$ cat config.mk
export PLATFORM = sky130hd
export DESIGN_NAME = instruction_fetch_unit
export DESIGN_NICKNAME = d
export VERILOG_FILES = /design/src/rtl/instruction_fetch_unit.sv
export SDC_FILE = /design/constraint.sdc
export NUM_CORES = 1
export LEC_CHECK = 0
export CORE_MARGIN = 5
export CORE_UTILIZATION = 50
export CTS_CLUSTER_SIZE = 20
export DETAILED_ROUTE_END_ITERATION = 8
export PLACE_DENSITY = 0.69
export SYNTH_ARGS = -nofsm -noshare
export SYNTH_HDL_FRONTEND = slang
export SYNTH_SLANG_ARGS = --single-unit
$ cat constraint.sdc
create_clock -name Clock -period 5.8 [get_ports Clock]
set_clock_uncertainty 0.15 [all_clocks]
set_input_delay 1.45 -clock Clock [delete_from_list [all_inputs] [get_ports Clock]]
set_output_delay 1.45 -clock Clock [all_outputs]
set_load 0.005 [all_outputs]
$ cat src/rtl/instruction_fetch_unit.sv
// ---------------------------------------------------------------------------
// instruction_fetch_unit
//
// Program sequencer that sits in front of the TinyCPU instruction decoder.
// It owns a small writable program memory of opcodes and a program counter.
// Under Run (continuous) or Step (single instruction) control it fetches one
// opcode at a time and presents it on `instruction`, qualified by a one-cycle
// InstrValid pulse. A dedicated halt opcode stops sequencing until Reset.
//
// Ports:
//   Clock       in   system clock, all state changes on the rising edge
//   Reset       in   synchronous active-high reset (program memory is kept)
//   Run         in   level; while high, fetch/issue continuously
//   Step        in   one-cycle pulse; issues a single opcode from IDLE
//   LoadEn      in   program-memory write enable (IDLE/HALTED only)
//   LoadAddr    in   program-memory write address
//   LoadData    in   program-memory write data
//   instruction out  registered opcode for the decoder
//   InstrValid  out  one-cycle qualifier for each issued opcode
//   PC          out  address of the opcode being fetched/issued
//   Busy        out  high while fetching or issuing
//   Halted      out  high once the halt opcode has been reached
// ---------------------------------------------------------------------------
module instruction_fetch_unit #(
    parameter int                     INSTR_WIDTH = 4,
    parameter int                     ADDR_WIDTH  = 4,
    parameter int                     PROG_DEPTH  = 16,
    parameter logic [INSTR_WIDTH-1:0] HALT_OPCODE = 4'hF
) (
    input  logic                   Clock,
    input  logic                   Reset,
    input  logic                   Run,
    input  logic                   Step,
    input  logic                   LoadEn,
    input  logic [ADDR_WIDTH-1:0]  LoadAddr,
    input  logic [INSTR_WIDTH-1:0] LoadData,
    output logic [INSTR_WIDTH-1:0] instruction,
    output logic                   InstrValid,
    output logic [ADDR_WIDTH-1:0]  PC,
    output logic                   Busy,
    output logic                   Halted
);

    typedef enum logic [1:0] {
        IDLE   = 2'd0,
        FETCH  = 2'd1,
        ISSUE  = 2'd2,
        HALTED = 2'd3
    } state_t;

    state_t state;
    state_t next_state;

    logic [INSTR_WIDTH-1:0] mem [PROG_DEPTH];

    logic load_ok;    // memory may be written in the current state
    logic advance_pc; // a non-halt opcode is being issued this cycle

    // -----------------------------------------------------------------------
    // Next-state and Moore outputs
    // -----------------------------------------------------------------------
    always_comb begin
        next_state = state;
        InstrValid = 1'b0;
        Busy       = 1'b0;
        Halted     = 1'b0;
        load_ok    = 1'b0;
        advance_pc = 1'b0;
        case (state)
            IDLE: begin
                load_ok = 1'b1;
                // A pending load keeps us idle so the program can't be
                // fetched while it is being rewritten.
                if (!LoadEn && (Run || Step)) begin
                    next_state = FETCH;
                end
            end
            FETCH: begin
                Busy       = 1'b1;
                next_state = ISSUE;
            end
            ISSUE: begin
                Busy = 1'b1;
                // The halt opcode is never handed to the decoder as valid.
                if (instruction == HALT_OPCODE) begin
                    next_state = HALTED;
                end else begin
                    InstrValid = 1'b1;
                    advance_pc = 1'b1;
                    next_state = Run ? FETCH : IDLE;
                end
            end
            HALTED: begin
                Halted  = 1'b1;
                load_ok = 1'b1;
            end
            default: begin
                next_state = IDLE;
            end
        endcase
    end

    // -----------------------------------------------------------------------
    // State, program counter and instruction register
    // -----------------------------------------------------------------------
    always_ff @(posedge Clock) begin
        if (Reset) begin
            state       <= IDLE;
            PC          <= '0;
            instruction <= '0;
        end else begin
            state <= next_state;
            if (state == FETCH) begin
                instruction <= mem[PC];
            end
            // PROG_DEPTH == 2**ADDR_WIDTH, so natural overflow gives the wrap.
            if (advance_pc) begin
                PC <= PC + ADDR_WIDTH'(1);
            end
        end
    end

    // -----------------------------------------------------------------------
    // Program memory: deliberately outside reset so programs survive it
    // -----------------------------------------------------------------------
    always_ff @(posedge Clock) begin
        if (LoadEn && load_ok) begin
            mem[LoadAddr] <= LoadData;
        end
    end

endmodule
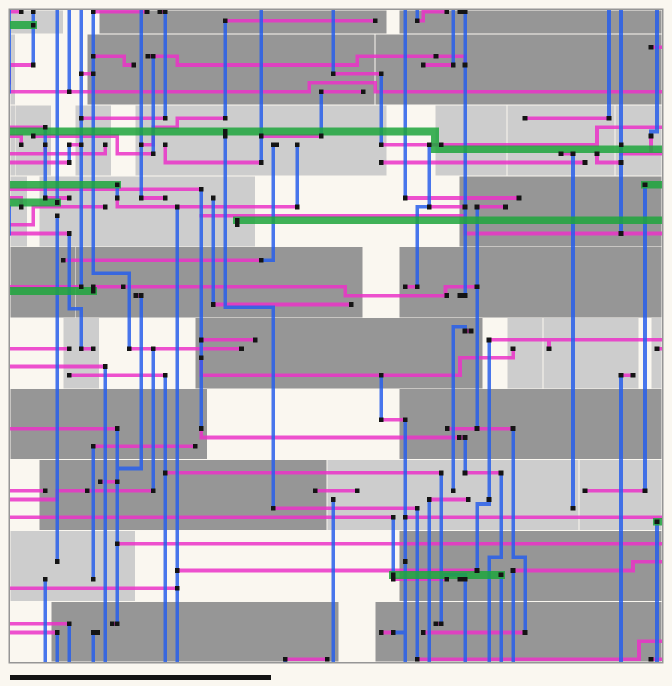
*Layout detail, run 1*
Bar = 10 um. Window x 32 to 57, y 14 to 39 um. Cells in grey, sequential cells in the stronger grey; small squares are vias.
Magenta shows met1. Blue shows met2. Green shows met3.
24 logic cells have their middle in the window. Most frequent: edfxtp_1 (12), nor2_1 (3). Netlist names of flops here include mem (12). Sequential cells in the window: 12.

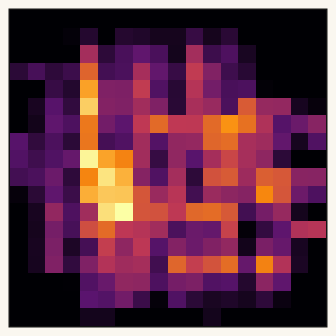
*Routed metal per tile, run 1*
18 x 18 tiles, from black (low) to pale yellow (high), scaled to the fullest tile. Values are wire area over tile area, all layers added.
16% of the tiles are over half the peak. The densest ninth of the die: middle. The mean over all tiles is 0.12. The fullest tile reaches 0.48. The emptiest ninth of the die: top right.
GRT Util Overall: 0.166
routed wire length: 5840 um
Vias: 1,691
Avg WL per Cell: 20.2 um

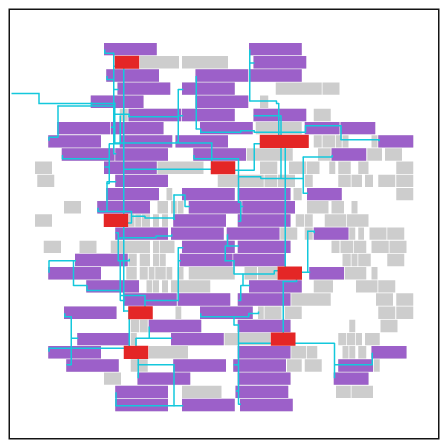
*Clock distribution, run 1*
Cyan shows clock wires, length 802 um. Purple shows flip-flops, count 74. Red shows cells driving clock nets, count 9.
There are 10 routed clock nets.
clock share of power: 0.338
Power Clock: 0.000334 W
worst-skew pair later-pin latency: 0.34 ns

run 1: cell families (layout without fill, tap and decap cells):
| kind of cell | Yosys count | count (layout) | synth area share |
|---|---|---|---|
| flip-flops | 74 | 74 | 0.692 |
| AND/OR/NAND/NOR | 50 | 50 | 0.0780 |
| multiplexers | 25 | 25 | 0.149 |
| AND-OR/OR-AND | 14 | 14 | 0.0335 |
| buffers and inverters | 11 | 43 | 0.0180 |
| adder cells (fa/ha/maj) | 5 | 5 | 0.0204 |
| XOR/XNOR | 3 | 3 | 0.00857 |
run 1: path summary, 6_finish.rpt:
check	start	to	slack, ns
worst min-delay path	state[1]	state[1]	0.37
worst max-delay path	PC[2]	PC[2]	2.18
worst min register to register	state[1]	state[1]	0.37
worst max register to register	PC[1]	instruction[1]	3.36
run 1: worst register-to-register path: cells and delay by family, from the launching register on:
kind           cells  cell delay (ns)
flip-flops         1             1.01
multiplexers       2             0.95
AND-OR/OR-AND      2             0.22
run 1: through the flow:
step	cell area (um^2)	util	power (W)	worst slack (ns)
after floorplan	3070	-	0.000631	3.07
after global placement	3350	0.562	0.000661	2.42
after detailed placement	3350	0.562	0.000665	2.33
after CTS	3510	0.589	0.000992	2.14
after global routing	3510	0.589	0.00103	2.08
final	3510	0.589	0.000987	2.18
run 1: power by group through the flow:
stage	clock, W	sequential (W)	combinational, W
CTS	0.000339	0.000593	0.0000603
global placement	0	0.000604	0.0000567
finish	0.000334	0.000593	0.0000596
detailed placement	0	0.000605	0.0000599
global route	0.000369	0.000594	0.0000657
floorplan	0	0.000603	0.0000285
run 1: state kept, by name, indices dropped and copies added, names as in the netlist:
name / count
mem: 64
PC: 4
instruction: 4
state: 2
run 1: routing by layer:
layer,part of all wire,wire [um]
met3,0.065,382
met5,0,0
met1,0.41,2400
met4,0.010,59
met2,0.51,3000
run 1: cell type report:
| class | count | area, um^2 | share of cell area |
|---|---|---|---|
| repair buffers | 23 | 230 | 0.0656 |
| well taps | 75 | 93.8 | 0.0267 |
| multi-input cells | 97 | 888 | 0.253 |
| clock buffers | 10 | 128 | 0.0364 |
| clock inverters | 6 | 33.8 | 0.00962 |
| flip-flops and latches | 74 | 2120 | 0.604 |
| inverters | 4 | 15.0 | 0.00428 |
run 1: placed cells by master, fill, tap and decap left out, types with 2 or more instances in the layout:
master / n
edfxtp_1: 64
clkdlybuf4s50_1: 23
nor2_1: 18
dfxtp_1: 10
nand2_1: 9
mux2i_1: 9
clkbuf_8: 9
mux4_1: 8
nand3_1: 7
mux4_2: 6
ha_1: 5
inv_1: 4
nor3_1: 4
nand2b_1: 3
nand3b_1: 3
xor2_1: 3
a21oi_1: 3
clkinv_2: 3
a2bb2oi_1: 2
o211ai_1: 2
mux2_2: 2
o21ai_1: 2
clkinvlp_4: 2
run 1: Yosys cell counts (2+ instances only):
master	instances
nor2_1	18
xor2_1	3
mux4_2	6
nand3b_1	3
ha_1	5
o21ai_1	2
inv_1	4
nand2b_1	3
dfxtp_1	10
nand3_1	7
mux4_1	8
mux2i_1	9
edfxtp_1	64
o211ai_1	2
nor3_1	4
mux2_2	2
a21oi_1	3
buf_2	5
nand2_1	9
a2bb2oi_1	2
==> impl_metrics.yaml, run 1 <==
# synthesis and place-and-route metrics
floorplan:
  chipArea_mm2: 0.00780
  rows: 28
  die-height_um: 88.3
  initCoreUtil: 0.515
clock_tree:
  cts_buffers: 9
  clockBufferDepth: 2
  clockRootBuffer: "clkbuf_8"
  cts_tree: "built"
timing:
  fmax_ghz: 0.276
  worst_pin_slew_ns: 1.04
synthesis:
  syn_area_mm2: 0.00307
  top_cell_area_share: 0.627
  synth_flops: 74
  topCellsByArea: "edfxtp_1, mux4_1, dfxtp_1, mux4_2, mux2i_1"
  synthCells: 182
hold_path:
  hp-class: "reg2reg"
global_route:
  gr-usage-met3: 0.0549
  grt_pass1_vias: 1779
  antenna_found_initial: 0
  use_met1: 0.212
job:
  warnings: 29
setup_path:
  crit_chain: "clkdlybuf4s50_1"
  critPathTopFamily: "flip-flops"
  cp-end-kind: "output port"
  cp-start-kind: "register"
finish:
  fill_cells: 465
drt:
  viasPerCell: 5.85
  drt_pass1_iterations: 4
run_status:
  outcome: "finished, final reports clean"
power_and_ir_drop:
  vdd_drop_max_mv: 0.152
### Logic cells by family, run 1

Bar = 20 um.
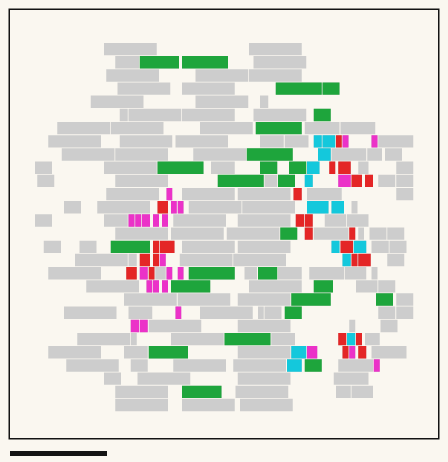

==> run 2: changes to the inputs <==
- clock period: 5.8 -> 3.52 ns (I/O delays scaled with it)
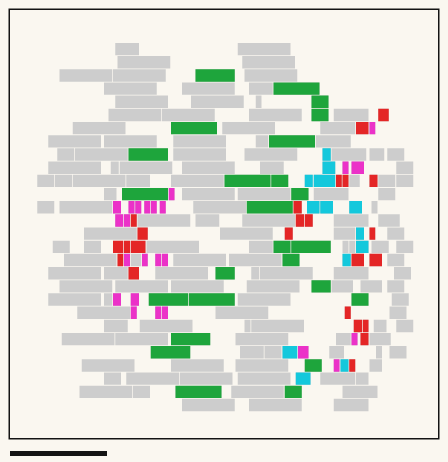
*Logic cells by family, run 2*
Bar = 20 um.
Green shows multiplexers, cells 25. Red shows NAND gates, cells 24. Magenta shows NOR gates, cells 24. Cyan shows inverting AOI/OAI gates, cells 13.
final std cells w/o fill: 292
most frequent logic cell in the layout: edfxtp_1
logic share of the area: 0.251

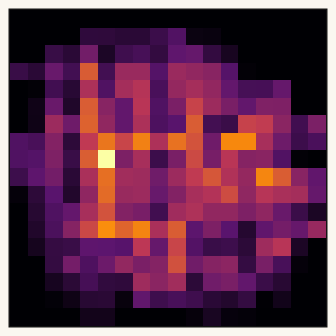
*Routed metal per tile, run 2*
18 x 18 tiles, from black (low) to pale yellow (high), scaled to the fullest tile. Values are wire area over tile area, all layers added.
Vias: 1,674
routed wire length: 5930 um

==> impl_metrics.yaml, run 2 <==
# synthesis and place-and-route metrics
finish:
  final_core_util: 0.593
  final_layout_top_logic_cells: "edfxtp_1, clkdlybuf4s50_1, nor2_1, dfxtp_1"
  max_flop_register: "mem"
  area_delta_synth_final_pct: 15.3
  largest_reg_flops: 64
synthesis:
  top_cell_area_share: 0.627
  synth_flops: 74
  edf_count: 64
  yosysMostFrequentCell: "edfxtp_1"
  synthCells: 182
  topCellsByArea: "edfxtp_1, mux4_1, dfxtp_1, mux4_2, mux2i_1"
  synthTopCellsByCount: "edfxtp_1, nor2_1, dfxtp_1"
drt:
  drt_pass1_iterations: 4
  viasPerCell: 5.73
  wl_per_cell_um: 20.3
floorplan:
  rows: 28
  initCoreUtil: 0.515
  die-height_um: 88.3
  chipArea_mm2: 0.00780
power_and_ir_drop:
  p_leak_nw: 1.12
  vdd_drop_max_mv: 0.268
  total_power_w: 0.00163
hold_path:
  worstHoldStart: "state[1]"
  hp-class: "reg2reg"
clock_tree:
  cts_tree: "built"
  clockBufferDepth: 2
  clockRootBuffer: "clkbuf_8"
setup_path:
  r2r-start: "state[0]"
  cp-end-kind: "output port"
  cp-start-kind: "register"
global_route:
  antenna_found_initial: 0
timing:
  worst_pin_slew_ns: 0.647
  fmax_ghz: 0.356
run_status:
  outcome: "finished, final reports clean"
==> run 2: cell counts after synthesis <==
No cell type changed its count.
==> run 2: path summary, 6_finish.rpt <==
check | to | slack [ns]
setup / recovery | InstrValid | 0.71
hold / removal | state[1] | 0.38
setup reg to reg | mem[0][2] | 1.09
hold reg to reg | state[1] | 0.38
==> run 2: report_power, final <==
| group | internal, W | switching [W] | total (W) |
|---|---|---|---|
| clock network | 0.000249 | 0.000304 | 0.000553 |
| registers | 0.000968 | 0.00000834 | 0.000976 |
| logic | 0.0000461 | 0.0000549 | 0.000101 |
==> run 2: metrics by stage <==
stage               setup WS [ns]  cell area [um^2]  std cells  hold slack, ns
floorplan                    1.36              3070        182           0.315
global placement            0.703              3370        276           0.323
detailed placement          0.554              3370        276           0.375
CTS                         0.685              3530        292           0.385
global route                0.589              3530        292           0.409
finish                      0.710              3530        292           0.382
==> run 2: kinds of logic after synthesis <==
logic type               after synthesis  synth area share
flip-flops                            74             0.692
AND/OR/NAND/NOR                       50            0.0780
multiplexers                          25             0.149
AND-OR/OR-AND                         14            0.0335
buffers and inverters                 11            0.0180
adder cells (fa/ha/maj)                5            0.0204
XOR/XNOR                               3           0.00857
==> run 2: cell type report <==
type | count | area, um^2
inverter | 4 | 15.0
clock buffer | 10 | 128
clock inverter | 6 | 33.8
fill | 450 | 2420
timing repair buffer | 26 | 253
tap | 75 | 93.8
sequential | 74 | 2120
multi-input combinational | 97 | 888
==> run 2: critical path: stages, from the launching register on <==
cell	delay, ns
dfxtp_1	0.34
inv_1	0.11
ha_1	0.27
nand2_1	0.14
inv_1	0.07
clkdlybuf4s50_1	0.50
==> run 2: routing by layer <==
metal  vias to the layer above  wire length (um)  track usage
met2                        51              2950        0.277
met3                        10               353       0.0531
li1                        776                 -            -
met1                       837              2540        0.219
met5                         -                 0            0
met4                         0                86       0.0577
### Clock distribution, run 2

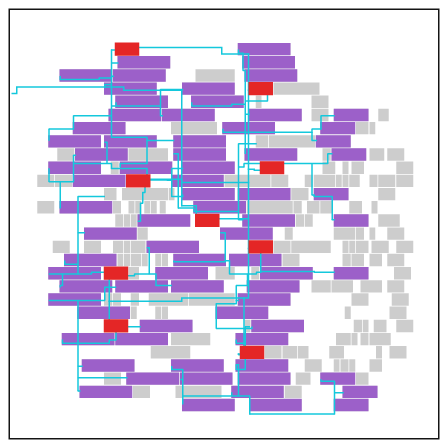

==> run 3: changes to the inputs <==
- clock period: 3.52 -> 2.7 ns (I/O delays scaled with it)
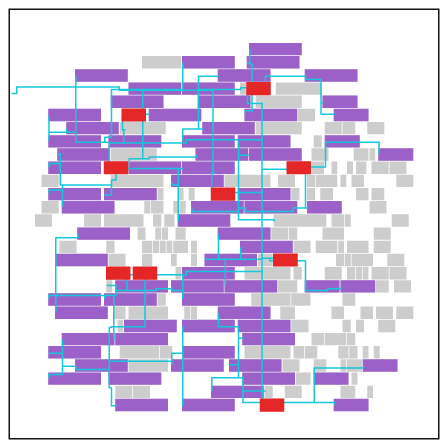
*Clock distribution, run 3*
Red shows cells driving clock nets, count 9. Purple shows flip-flops, count 74. Cyan shows clock wires, length 833 um.
There are 10 routed clock nets.
Power Clock: 0.000900 W
clock share of power: 0.390

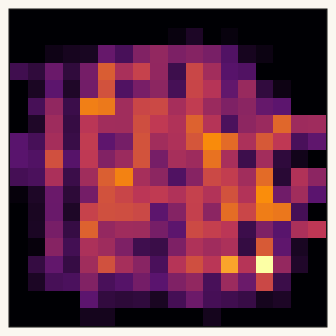
*Routed metal per tile, run 3*
18 x 18 tiles, from black (low) to pale yellow (high), scaled to the fullest tile. Values are wire area over tile area, all layers added.
The densest ninth of the die: middle. The emptiest ninth of the die: top right. The mean over all tiles is 0.12. 26% of the tiles are nearly empty.
GRT Util Overall: 0.170
routed wire length: 5870 um

==> impl_metrics.yaml, run 3 <==
# synthesis and place-and-route metrics
run_status:
  outcome: "finished, final reports clean"
synthesis:
  synthTopCellsByCount: "edfxtp_1, nor2_1, dfxtp_1"
  logic_family: "multiplexers"
  synth-adder-area-share: 0.0204
  ys_sh_mux: 0.149
  topCellsByArea: "edfxtp_1, mux4_1, dfxtp_1, mux4_2, mux2i_1"
  synthCells: 182
  ys_sh_aoi: 0.0335
  edf_count: 64
  synth_flops: 74
  top_cell_area_share: 0.627
  ys_sh_simple: 0.0780
power_and_ir_drop:
  vdd_drop_max_mv: 0.421
  pwr-share-comb: 0.058
  p_leak_nw: 1.17
  sequentialPowerShare: 0.552
  p_sw_w: 0.000467
  total_power_w: 0.00231
  switching_share: 0.203
place:
  placed_cells: 281
  post-place-ws_ns: 0.128
timing:
  relSlewSlack: 0.528
  worst_pin_slew_ns: 0.702
  finalWorstSetupSlack_ns: 0.128
drt:
  viasPerCell: 5.61
  dr_total_vias: 1665
  drt_pass1_iterations: 4
floorplan:
  rows: 28
  chipArea_mm2: 0.00780
  die-height_um: 88.3
  initCoreUtil: 0.515
finish:
  max_flop_register: "mem"
  final_cell_area_mm2: 0.00362
  fin_cells: 297
  area_delta_synth_final_pct: 18.0
  fill_cells: 452
clock_tree:
  clockBufferDepth: 2
  clockRootBuffer: "clkbuf_8"
  cts_tree: "built"
setup_path:
  cp-end-kind: "output port"
  r2r-start: "state[0]"
  cp-start-kind: "register"
hold_path:
  hold_end: "state[1]"
  hp-class: "reg2reg"
global_route:
  antenna_found_initial: 0
[run 3: cell count changes in the layout (fill, tap and decap cells not counted), sizes merged]
cell | previous run | this run
buf | 3 | 8
bufinv | 0 | 2
clkinvlp | 2 | 0
[run 3: worst max-delay path by stage]
| stage | start | depth (start not counted) | to | slack, ns |
|---|---|---|---|---|
| floorplan | state[0] | 5 | mem[0][0] | 0.57 |
| global placement | LoadEn | 3 | mem[12][3] | 0.21 |
| detailed placement | LoadEn | 3 | mem[12][3] | 0.13 |
| CTS | state[0] | 5 | InstrValid | 0.11 |
| global route | state[0] | 5 | InstrValid | 0.02 |
| finish | state[0] | 5 | InstrValid | 0.13 |
[run 3: through the flow]
stage	hold slack [ns]	utilization
6_report	0.354	0.608
5_1_grt	0.388	0.608
4_1_cts	0.355	0.608
3_5_place_dp	0.345	0.572
3_3_place_gp	0.322	0.572
2_1_floorplan	0.315	-
[run 3: logic make-up after synthesis]
kind of cell / after synthesis
adder cells (fa/ha/maj): 5
AND-OR/OR-AND: 14
multiplexers: 25
XOR/XNOR: 3
AND/OR/NAND/NOR: 50
flip-flops: 74
buffers and inverters: 11
[run 3: power groups by stage]
stage	Clock [W]	Combinational (W)	Sequential, W
global route	0.000984	0.000148	0.00127
floorplan	0	0.0000613	0.00130
detailed placement	0	0.000133	0.00130
finish	0.000900	0.000133	0.00127
CTS	0.000926	0.000134	0.00127
global placement	0	0.000127	0.00130
[run 3: critical path, cell delays in order, from the launching register on]
cell and delay (ns):
dfxtp_1 0.34, inv_1 0.10, ha_1 0.28, nand2_1 0.13, inv_1 0.07, clkdlybuf4s50_1 0.50
[run 3: area by class of cell]
type	instances	area, um^2	share of cell area
clock buffers	10	128	0.0353
flip-flops and latches	74	2120	0.586
well taps	75	93.8	0.0259
clock inverters	6	81.3	0.0225
inverters	4	15.0	0.00415
multi-input cells	97	888	0.246
repair buffers	31	290	0.0802
[run 3: routing by layer]
metal / up-vias / share of wire / global-route usage
met2: 56 / 0.48 / 0.269
met3: 19 / 0.059 / 0.0540
li1: 781 / - / -
met5: - / 0 / 0
met1: 809 / 0.43 / 0.218
met4: 0 / 0.026 / 0.0714
Power figures rest on the tool's default switching activity, not on a simulated workload.
